==> config.mk <==
export PLATFORM = sky130hd
export DESIGN_NAME = fetch_pc_unit
export DESIGN_NICKNAME = d
export VERILOG_FILES = /design/src/rtl/pipeline_pkg.sv /design/src/rtl/fetch_redirect_sel.sv /design/src/rtl/fetch_pc_unit.sv
export SDC_FILE = /design/constraint.sdc
export NUM_CORES = 1
export LEC_CHECK = 0
export CAP_MARGIN = 20
export CORE_MARGIN = 10
export CORE_UTILIZATION = 45
export DETAILED_ROUTE_END_ITERATION = 10
export GPL_TIMING_DRIVEN = 1
export PLACE_DENSITY = 0.83
export RECOVER_POWER = 50
export SETUP_SLACK_MARGIN = 0.1
export SLEW_MARGIN = 20
export SYNTH_ARGS = -nofsm -noshare
export SYNTH_HDL_FRONTEND = slang
export SYNTH_SLANG_ARGS = --single-unit
export TNS_END_PERCENT = 5
==> constraint.sdc <==
create_clock -name clk -period 2.4 [get_ports clk]
set_input_delay 0.36 -clock clk [delete_from_list [all_inputs] [get_ports clk]]
set_output_delay 0.36 -clock clk [all_outputs]
set_load 0.02 [all_outputs]
==> src/rtl/pipeline_pkg.sv <==
// Shared pipeline definitions for the fetch stage: FSM encoding, PC increment
// and the default reset address.
package pipeline_pkg;

   typedef enum logic [1:0] {
      BOOT = 2'd0,
      RUN  = 2'd1,
      PEND = 2'd2
   } fetch_state_t;

   localparam int unsigned INSTR_BYTES      = 4;
   localparam logic [31:0] DEFAULT_RESET_PC = 32'h0000_0000;

endpackage

==> src/rtl/fetch_redirect_sel.sv <==
// Combinational redirect selection: branch/jump priority, target choice and
// word-alignment of the chosen target.
module fetch_redirect_sel #(
   parameter int N = 32
) (
   input  logic         branch_taken,
   input  logic [N-1:0] branch_target,
   input  logic         jump,
   input  logic [N-1:0] jump_target,
   output logic         redir,
   output logic [N-1:0] target
);

   logic [N-1:0] raw_target;

   // The branch is resolved in EX and so belongs to the older instruction;
   // it must win over a jump resolved in ID during the same cycle.
   always_comb begin
      redir      = branch_taken | jump;
      raw_target = branch_taken ? branch_target : jump_target;
      target     = {raw_target[N-1:2], 2'b00};
   end

endmodule

==> src/rtl/fetch_pc_unit.sv <==
// Fetch-stage PC register with BOOT/RUN/PEND FSM that holds redirects across stalls.
// Optional FETCH_PC_REDIRECT_CNT_EN adds a saturating 16-bit redirect counter.
module fetch_pc_unit
   import pipeline_pkg::*;
#(
   parameter int           N        = 32,
   parameter logic [N-1:0] RESET_PC = DEFAULT_RESET_PC[N-1:0]
) (
   input  logic         clk,
   input  logic         rst_n,
   input  logic         stall,
   input  logic         branch_taken,
   input  logic [N-1:0] branch_target,
   input  logic         jump,
   input  logic [N-1:0] jump_target,
   output logic [N-1:0] pc,
   output logic [N-1:0] pc_plus4,
   output logic         fetch_valid,
   output logic         redirect_flush
`ifdef FETCH_PC_REDIRECT_CNT_EN
   ,
   output logic [15:0]  redirect_cnt
`endif
);

   fetch_state_t state;
   logic [N-1:0] pend_pc;
   logic         redir;
   logic [N-1:0] target;

   fetch_redirect_sel #(.N(N)) u_sel (
      .branch_taken (branch_taken),
      .branch_target(branch_target),
      .jump         (jump),
      .jump_target  (jump_target),
      .redir        (redir),
      .target       (target)
   );

   assign pc_plus4 = pc + N'(INSTR_BYTES);

   // PEND parks a redirect that arrived under stall; a later redirect while
   // still stalled replaces it because it is the most recent decision.
   always_ff @(posedge clk or negedge rst_n) begin
      if (!rst_n) begin
         state          <= BOOT;
         pc             <= RESET_PC;
         pend_pc        <= '0;
         fetch_valid    <= 1'b0;
         redirect_flush <= 1'b0;
      end else begin
         case (state)
            BOOT: begin
               state          <= RUN;
               fetch_valid    <= 1'b1;
               redirect_flush <= 1'b0;
            end
            RUN: begin
               if (!stall) begin
                  pc             <= redir ? target : pc_plus4;
                  redirect_flush <= redir;
               end else if (redir) begin
                  pend_pc        <= target;
                  state          <= PEND;
                  fetch_valid    <= 1'b0;
                  redirect_flush <= 1'b1;
               end else begin
                  redirect_flush <= 1'b0;
               end
            end
            PEND: begin
               if (stall) begin
                  if (redir) begin
                     pend_pc <= target;
                  end
                  redirect_flush <= redir;
               end else begin
                  pc             <= redir ? target : pend_pc;
                  state          <= RUN;
                  fetch_valid    <= 1'b1;
                  redirect_flush <= redir;
               end
            end
            default: begin
               state          <= BOOT;
               pc             <= RESET_PC;
               fetch_valid    <= 1'b0;
               redirect_flush <= 1'b0;
            end
         endcase
      end
   end

`ifdef FETCH_PC_REDIRECT_CNT_EN
   // Counts flush cycles, sticking at all-ones instead of wrapping.
   always_ff @(posedge clk or negedge rst_n) begin
      if (!rst_n) begin
         redirect_cnt <= 16'h0000;
      end else if (redirect_flush && (redirect_cnt != 16'hFFFF)) begin
         redirect_cnt <= redirect_cnt + 16'd1;
      end
   end
`endif

endmodule

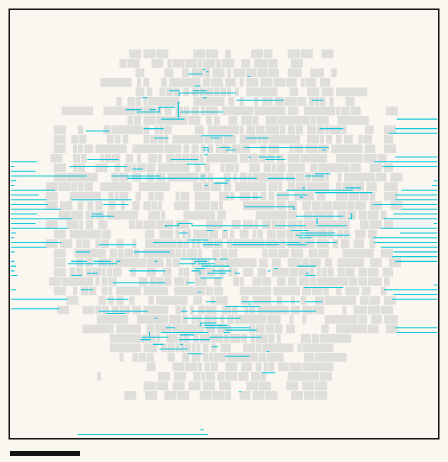
(M3 wires)
Bar = 20 microns. Cells faint in the background.
wire length on this layer = 1,550 microns
main direction = horizontal
share of all routed wire = 8.9%
longest straight run = 42.1 microns
nets with wire on the layer = 164

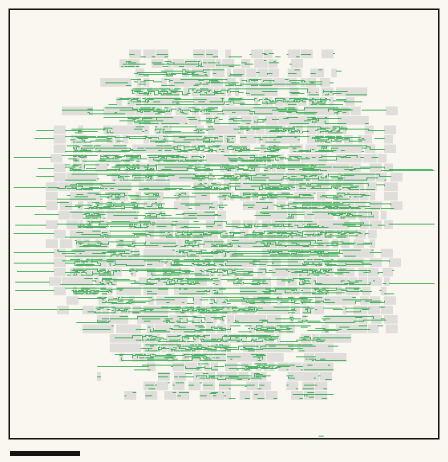
(met1 routing)
Bar = 20 microns. Cells faint in the background.
longest straight run = 58.0 microns
nets with wire on the layer = 741
main direction = horizontal
share of all routed wire = 39%
wire length on this layer = 6,860 microns

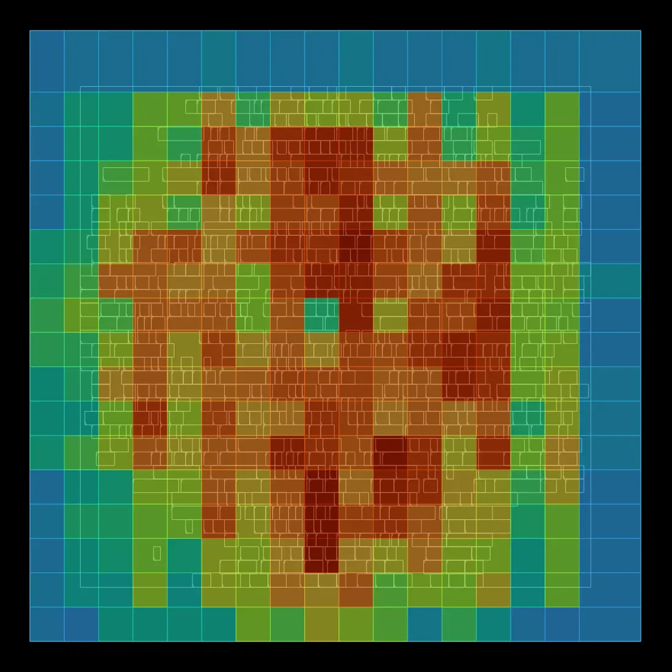
(track usage over the die)
met3 track demand over resource in global routing: 5.005%
final standard cell utilization of the core: 66.19%
busiest grt layer: met2
All-Layer GR Usage: 22.20%

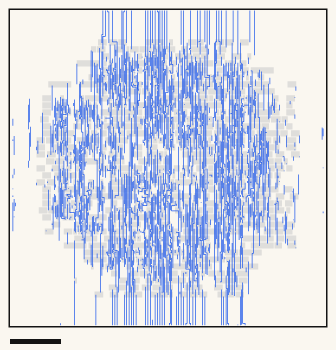
(met2 routing)
Bar = 20 microns. Cells faint in the background.
main direction = vertical
share of all routed wire = 49%

==> results.txt <==
Quick summary of the implementation run below.

The placed wire-length estimate after detailed placement is 13,110 microns. The placed instances occupy a cell area of 6588 sq um. The number of H-tree levels came out at 3. The die covers about 15,000 sq um. Summed over all layers, the routed wires come to about 17,000 microns. Derived from the worst setup path, the maximum achievable clock frequency is roughly 420 MHz.

The vertical die size came out at roughly 120 microns. The met2 track demand over resource is between 30 and 40%. In this run, synthesis produced a sequential element count of roughly 68. The count of boundary I/O pins is around 140. After detailed routing, the wire length on met1 is roughly 6900 microns. According to the timing report, the arrival time at the worst endpoint equals approximately 2000 ps. The worst relative slew slack is -13.77%.

The clock network accounts for about an eighth of the total power. Dividing the synthesized area by the synthesized cell count gives 8.250 sq um. The source-to-sink clock delay at the later pin of the worst-skew pair came out at 350 ps. The signed area change from the synthesized netlist to the final layout is 43.79%. Entering global routing, the biggest net connects ~50 pins. Yosys shows that the main logic family after synthesis is AND-OR/OR-AND gates.

The final reports fail on max-capacitance violations, max-slew violations. The proportion of layout cells with a drive suffix above 1 came out at approximately a fifth. The detailed route wirelength on metal3 came out at ~1500 microns. The power drawn by the combinational cells came out at between 3 and 4 mW. Switching power as a fraction of the total was reported as 44.80%. Once the clock tree was built, the resizer swapped approximately 84 gates to a different size.

The first-pass GRT wire length came out at between 20,000 and 30,000 microns. The flow ran to the end, but the final reports show violations. In the final run the clock tree shows a worst skew of between 7 and 8 ps.

The report counts max-capacitance violations totalling 1. The count of input and output buffers is roughly 130. The total congestion overflow after global routing is 0. The worst hold path belongs to the class primary input to asynchronous set/reset pin. The setup TNS is 0 ps. The power spent charging and discharging nets is approximately 2.9 mW. The final weighted congestion in routability-driven placement came out at 0.9326. The total clock buffers created by CTS came out at 9. The startpoint of the worst-slack reg-to-reg timing path is state[0].

Summing over the stages, the warning tally comes to 35. In the final report, the number of hold violations comes to 0. The sequential cells in the finished layout cover a total of about 1700 sq um.

The net count after synthesis came out at ~650. The share of the synthesized area in the top cell type is between 30% and 40%. The number of max-slew violations in the final report is 31.

The number of global-route vias before repair came out at 5,362. The number of DRC markers in iteration 0 is roughly 740. The quantity of hold-fixing buffers added after cts is 0. The number of vias in the routed layout came out at between 5,000 and 6,000. The depth of the worst register-to-register path is 6. The critical path capture point type is an output pin. The final period demand of the worst path is approximately 2400 ps.
-- registers in the layout (all words and copies together), names as in the netlist --
name / flops
fetch_valid: 1
pc: 32
pend_pc: 32
redirect_flush: 1
state: 2
-- critical path, stage by stage, from the launching register on --
cell and delay (ps):
sky130_fd_sc_hd__dfrtp_1 400, sky130_fd_sc_hd__and4_2 310, sky130_fd_sc_hd__nand3_4 120, sky130_fd_sc_hd__nor4_4 370
sky130_fd_sc_hd__xor2_1 170, sky130_fd_sc_hd__clkdlybuf4s15_2 280
-- layout make-up --
type                       count  share of cell area (%)
inverter                       6                  0.3296
timing repair buffer         212                   27.96
multi-input combinational    448                   41.99
tap                          136                   2.490
sequential                    68                   24.92
clock buffer                  10                   1.868
clock inverter                 5                  0.4395
Power and IR drop assume default switching activity.
